Figure 1. Clock network drawn from the DEF (run 1).
The bar under the picture is 20 um long.
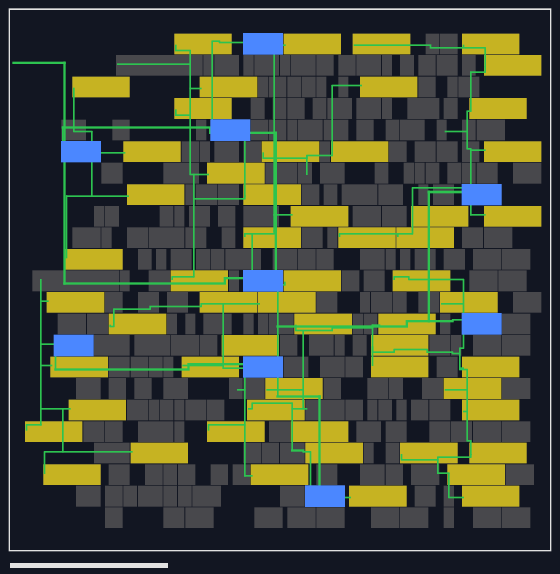
Figure 2. Signal wires by layer (run 1).
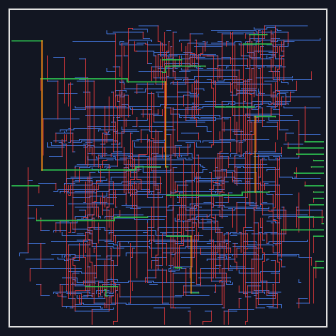
Figure 3. I/O nets highlighted (run 1).
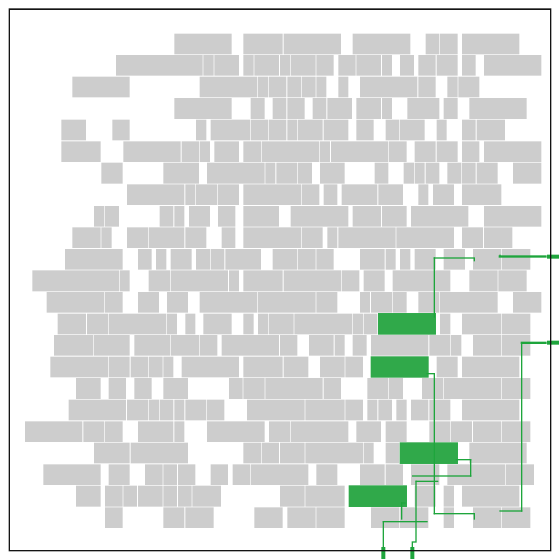
`src/rtl/debounce_bank.sv`:
```
// ============================================================================
//  Module      : debounce_bank
//  Description : Multi-channel button conditioner. Each channel has a 2-flop
//                synchroniser, optional polarity inversion, tick-based
//                stable-count debounce, press/release pulses and a
//                press-toggled latch with synchronous clear. All channels
//                share a single sample-tick divider.
//  Revision    : 1.0 - initial release
// ============================================================================
`default_nettype none

module debounce_bank #(
  parameter int              N_CH         = 4,
  parameter int              TICK_DIV     = 100000,
  parameter int              STABLE_TICKS = 10,
  parameter logic [N_CH-1:0] POLARITY     = {N_CH{1'b0}}
) (
  input  logic            clk,
  input  logic            rst,
  input  logic [N_CH-1:0] btn_i,
  input  logic [N_CH-1:0] clr_toggle_i,
  output logic [N_CH-1:0] level_o,
  output logic [N_CH-1:0] press_o,
  output logic [N_CH-1:0] release_o,
  output logic [N_CH-1:0] toggle_o
);

  // A divider of 1 still needs a 1-bit counter that simply stays at 0.
  localparam int TW = (TICK_DIV > 1) ? $clog2(TICK_DIV) : 1;
  localparam int CW = $clog2(STABLE_TICKS + 1);

  localparam logic [TW-1:0] c_tick_last = TW'(TICK_DIV - 1);
  localparam logic [CW-1:0] c_cnt_last  = CW'(STABLE_TICKS - 1);

  logic [N_CH-1:0] r_sync1;
  logic [N_CH-1:0] r_sync2;
  logic [TW-1:0]   r_tick_cnt;
  logic            w_tick;
  logic [N_CH-1:0] w_raw;

  // Two-flop synchroniser for the asynchronous button inputs.
  always_ff @(posedge clk) begin
    if (!rst) begin
      r_sync1 <= '0;
      r_sync2 <= '0;
    end else begin
      r_sync1 <= btn_i;
      r_sync2 <= r_sync1;
    end
  end

  // Shared sample-tick divider: counts 0..TICK_DIV-1 and wraps.
  always_ff @(posedge clk) begin
    if (!rst) begin
      r_tick_cnt <= '0;
    end else if (r_tick_cnt == c_tick_last) begin
      r_tick_cnt <= '0;
    end else begin
      r_tick_cnt <= r_tick_cnt + TW'(1);
    end
  end

  assign w_tick = (r_tick_cnt == c_tick_last);

  // Active-low channels are flipped after synchronisation so that the
  // debounce logic always sees "1 = pressed".
  assign w_raw = r_sync2 ^ POLARITY;

  genvar g;
  generate
    for (g = 0; g < N_CH; g = g + 1) begin : g_ch
      logic [CW-1:0] r_cnt;
      logic          r_level;
      logic          r_press;
      logic          r_release;
      logic          r_toggle;
      logic          w_diff;
      logic          w_flip;

      assign w_diff = (w_raw[g] != r_level);
      // Level changes on the tick that completes STABLE_TICKS differing samples.
      assign w_flip = w_tick && w_diff && (r_cnt == c_cnt_last);

      // Stable-sample counter: any agreeing sample discards progress.
      always_ff @(posedge clk) begin
        if (!rst) begin
          r_cnt <= '0;
        end else if (w_tick) begin
          if (!w_diff || (r_cnt == c_cnt_last)) begin
            r_cnt <= '0;
          end else begin
            r_cnt <= r_cnt + CW'(1);
          end
        end
      end

      // Level, edge pulses and toggle latch all update on the flip edge.
      always_ff @(posedge clk) begin
        if (!rst) begin
          r_level   <= 1'b0;
          r_press   <= 1'b0;
          r_release <= 1'b0;
          r_toggle  <= 1'b0;
        end else begin
          if (w_flip) begin
            r_level <= w_raw[g];
          end
          r_press   <= w_flip &  w_raw[g];
          r_release <= w_flip & ~w_raw[g];
          if (clr_toggle_i[g]) begin
            r_toggle <= 1'b0;
          end else if (w_flip && w_raw[g]) begin
            r_toggle <= ~r_toggle;
          end
        end
      end

      assign level_o[g]   = r_level;
      assign press_o[g]   = r_press;
      assign release_o[g] = r_release;
      assign toggle_o[g]  = r_toggle;
    end
  endgenerate

endmodule

`default_nettype wire

```
`config.mk`:
```
export PLATFORM = sky130hd
export DESIGN_NAME = debounce_bank
export DESIGN_NICKNAME = d
export VERILOG_FILES = /design/src/rtl/debounce_bank.sv
export SDC_FILE = /design/constraint.sdc
export NUM_CORES = 1
export LEC_CHECK = 0
export ABC_AREA = 0
export CAP_MARGIN = 20
export CORE_UTILIZATION = 60
export DETAILED_ROUTE_END_ITERATION = 6
export PLACE_DENSITY = 0.93
export SLEW_MARGIN = 20
export SYNTH_ARGS = -nofsm -noshare
export SYNTH_HDL_FRONTEND = slang
export SYNTH_SLANG_ARGS = --single-unit
```
`constraint.sdc`:
```
create_clock -name clk -period 4.81 [get_ports clk]
set_clock_uncertainty 0.2 [all_clocks]
set_input_delay 0.962 -clock clk [delete_from_list [all_inputs] [get_ports clk]]
set_output_delay 0.962 -clock clk [all_outputs]
set_load 0.02 [all_outputs]
```
==> impl_metrics.yaml, run 1 <==
# implementation run metrics
outcome:
  status: "finished clean"
global_route:
  grt-ovfl-total: 0
  met3_usage_pct: 8.500
power_and_ir_drop:
  power.leakage_nw: 1.073
  power.switching_uw: 208.6
  p_per_area_mw_per_mm2: 333.0
worst_setup_path:
  worstRegToRegCells: 6
  worstSetupEndpoint: "g_ch[2].r_release$_SDFF_PN0_"
  path_buffers: 3
yosys:
  numSynthFlops: 57
  edf_count: 0
  yosys_warnings: 0
  mux_share_pct: 0
  common_cells: "dfxtp_1 (57), nor2_1 (20), buf_4 (16)"
layout:
  nNonClkBuffers: 28
  logic_gates: 191
die:
  dieArea_mm2: 0.004652
cts:
  cts_tree: "yes"
  clock_path_buffers: 2
timing:
  fin_crit_ps: 2773
Notes on Figure 1 above:
[clock wires] green | length: 730 um
[flip-flops] yellow | count: 57
[clock-net drivers] blue | count: 9
routed clock nets	10
Clk pwr share: 49.5%
clk_lat worst skew: 340 ps

Notes on Figure 2 above:
layer	color	wire length
M4	orange	74.8 um
M2	red	2,450 um
M3	green	227 um
M1	blue	2,430 um
DR WL/cell: 14.64 um
Tot GR Track Use: 24.97%
drt total wl: 5.182 mm

Notes on Figure 3 above:
port	color	bits	direction	edge	end cells	wire
`release_o`	green	4	output	2 bottom, 2 right	4	104 um
Buffers on Ports: 25
Ports: 26

--- run 2 (diff from run 1) ---
--- a/config.mk
+++ b/config.mk
@@ -7,9 +7,9 @@
 export LEC_CHECK = 0
 export ABC_AREA = 0
 export CAP_MARGIN = 20
-export CORE_UTILIZATION = 60
+export CORE_UTILIZATION = 56
 export DETAILED_ROUTE_END_ITERATION = 6
-export PLACE_DENSITY = 0.93
+export PLACE_DENSITY = 0.89
 export SLEW_MARGIN = 20
 export SYNTH_ARGS = -nofsm -noshare
 export SYNTH_HDL_FRONTEND = slang
==> constraint.sdc (replaced) <==
create_clock -name clk -period 2.88 [get_ports clk]
set_clock_uncertainty 0.2 [all_clocks]
set_input_delay 0.576 -clock clk [delete_from_list [all_inputs] [get_ports clk]]
set_output_delay 0.576 -clock clk [all_outputs]
set_load 0.02 [all_outputs]
Figure 4. Clock network drawn from the DEF (run 2).
The bar under the picture is 20 um long.
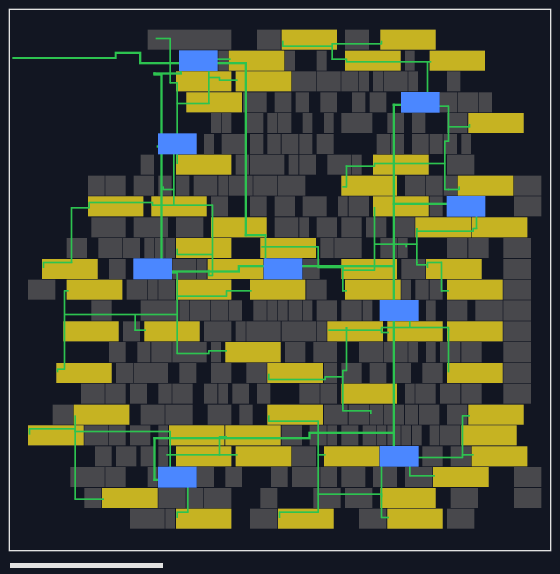
[clock wires] green | length: 692 um
[flip-flops] yellow | count: 57
[clock-net drivers] blue | count: 9
routed clock nets	10
flops lie	widely spread
P_clk: 720 uW
Clk pwr share: 45.9%

==> impl_metrics.yaml, run 2 <==
# implementation run metrics
outcome:
  status: "complete, but fails checks"
  violations: "design-rule violations"
cts:
  clkSlewWorstSetupHoldPaths_ps: 60
  clock_path_buffers: 2
  cts_tree: "yes"
  clock_latency_ps: 340
die:
  io_pins: 26
  fp.dieW_um: 70.53
  core_mm2: 0.004444
  dieArea_mm2: 0.004974
layout:
  logic_gates: 191
  reg.largest.list: "r_tick_cnt x17, g_ch.r_cnt x16"
  area.share.sequential_pct: 37.98
  nNonClkBuffers: 31
  area_delta_synth_final_pct: 14.22
  lay_top_count: "dfxtp_1"
  buffer_area_share_pct: 9.829
  inv_count: 12
  diodes: 0
  largest_register_ffs: 17
yosys:
  common_cells: "dfxtp_1 (57), nor2_1 (20), buf_4 (16)"
  mux_share_pct: 0
  yosys_warnings: 0
  numSynthFlops: 57
  logic_family: "simple AND/OR/NAND/NOR gates"
  edf_count: 0
global_route:
  grt-ovfl-total: 0
  gr-usage-all-layers_pct: 22.25
  met3_usage_pct: 4.843
worst_setup_path:
  worstSetupEndpoint: "g_ch[1].r_release$_SDFF_PN0_"
  path_buffers: 1
  cp.required_ps: 2910
  worstRegToRegCells: 6
timing:
  hold_viol: 0
  relSlewSlack_pct: 73.79
  drv_slew: 0
  fin_crit_ps: 2480
power_and_ir_drop:
  p_per_area_mw_per_mm2: 521.9
  power.leakage_nw: 1.072
  power.switching_uw: 327.4
  powerComb_uw: 44.0
  p_comb_share_pct: 2.8
detailed_routing:
  drc: 6
  wl_per_cell_um: 13.84
  wl_met1_mm: 2.324
  vias: 2105
  wirelength_mm: 4.968
placement:
  portBuffers: 25
Figure 5. Clock routing (run 2).
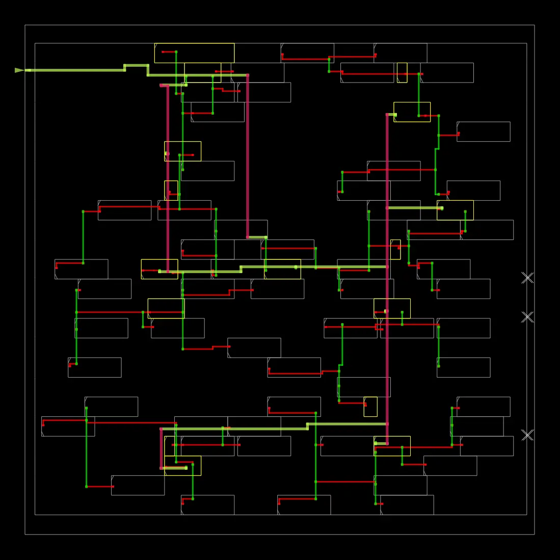
Num CTS Buffers: 9
clock buffers: 13
Sink Count: 57
Seq cells: 57

--- run 3 (diff from run 2) ---
--- a/config.mk
+++ b/config.mk
@@ -10,6 +10,7 @@
 export CORE_UTILIZATION = 56
 export DETAILED_ROUTE_END_ITERATION = 6
 export PLACE_DENSITY = 0.89
+export REMOVE_ABC_BUFFERS = 1
 export SLEW_MARGIN = 20
 export SYNTH_ARGS = -nofsm -noshare
 export SYNTH_HDL_FRONTEND = slang
==> constraint.sdc (replaced) <==
create_clock -name clk -period 2.6 [get_ports clk]
set_clock_uncertainty 0.2 [all_clocks]
set_input_delay 0.52 -clock clk [delete_from_list [all_inputs] [get_ports clk]]
set_output_delay 0.52 -clock clk [all_outputs]
set_load 0.02 [all_outputs]
Figure 6. Logic cells by family (run 3).
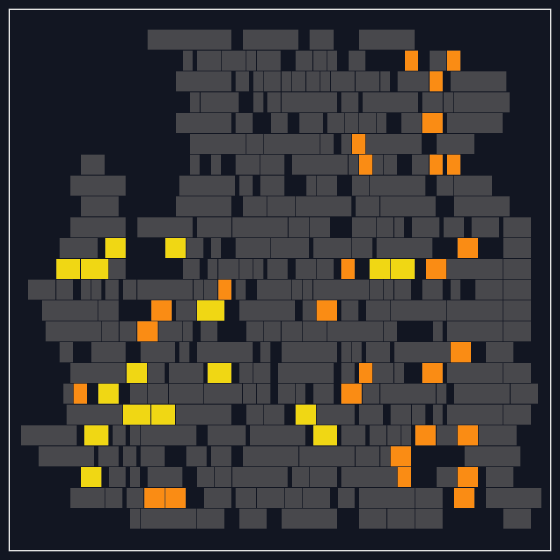
family	color	cells
aoi and oai cells	orange	28
non-inverting ao/oa cells	yellow	16
Commonest Layout Cell: dfxtp_1
final std cells w/o fill: 361
logic share of the area: 41.63%

==> impl_metrics.yaml, run 3 <==
# implementation run metrics
layout:
  inv_count: 12
  area.share.sequential_pct: 37.44
  logic_gates: 191
yosys:
  mux_share_pct: 0
  edf_count: 0
  logic_family: "simple AND/OR/NAND/NOR gates"
cts:
  clock_latency_ps: 330
  clock_sinks: 57
die:
  fp.dieW_um: 70.53
  io_pins: 26
worst_setup_path:
  path_buffers: 1
  worstRegToRegCells: 6
detailed_routing:
  drc: 10
power_and_ir_drop:
  pg_clk_uw: 835
  power.leakage_nw: 1.100
  p_per_area_mw_per_mm2: 582.2
timing:
  relSlewSlack_pct: 72.95
outcome:
  violations: "design-rule violations"
  status: "complete, but fails checks"
global_route:
  grt-ovfl-total: 0
Figure 7. Signal wires by layer (run 3).
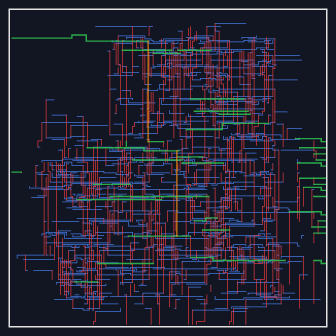
layer	color	wire length
M3	green	335 um
M4	orange	41.5 um
M2	red	2,300 um
M1	blue	2,350 um
DR vias: 2,094
drt total wl: 5.031 mm
Tot GR Track Use: 22.53%

Power is estimated from default activity; no workload was simulated.
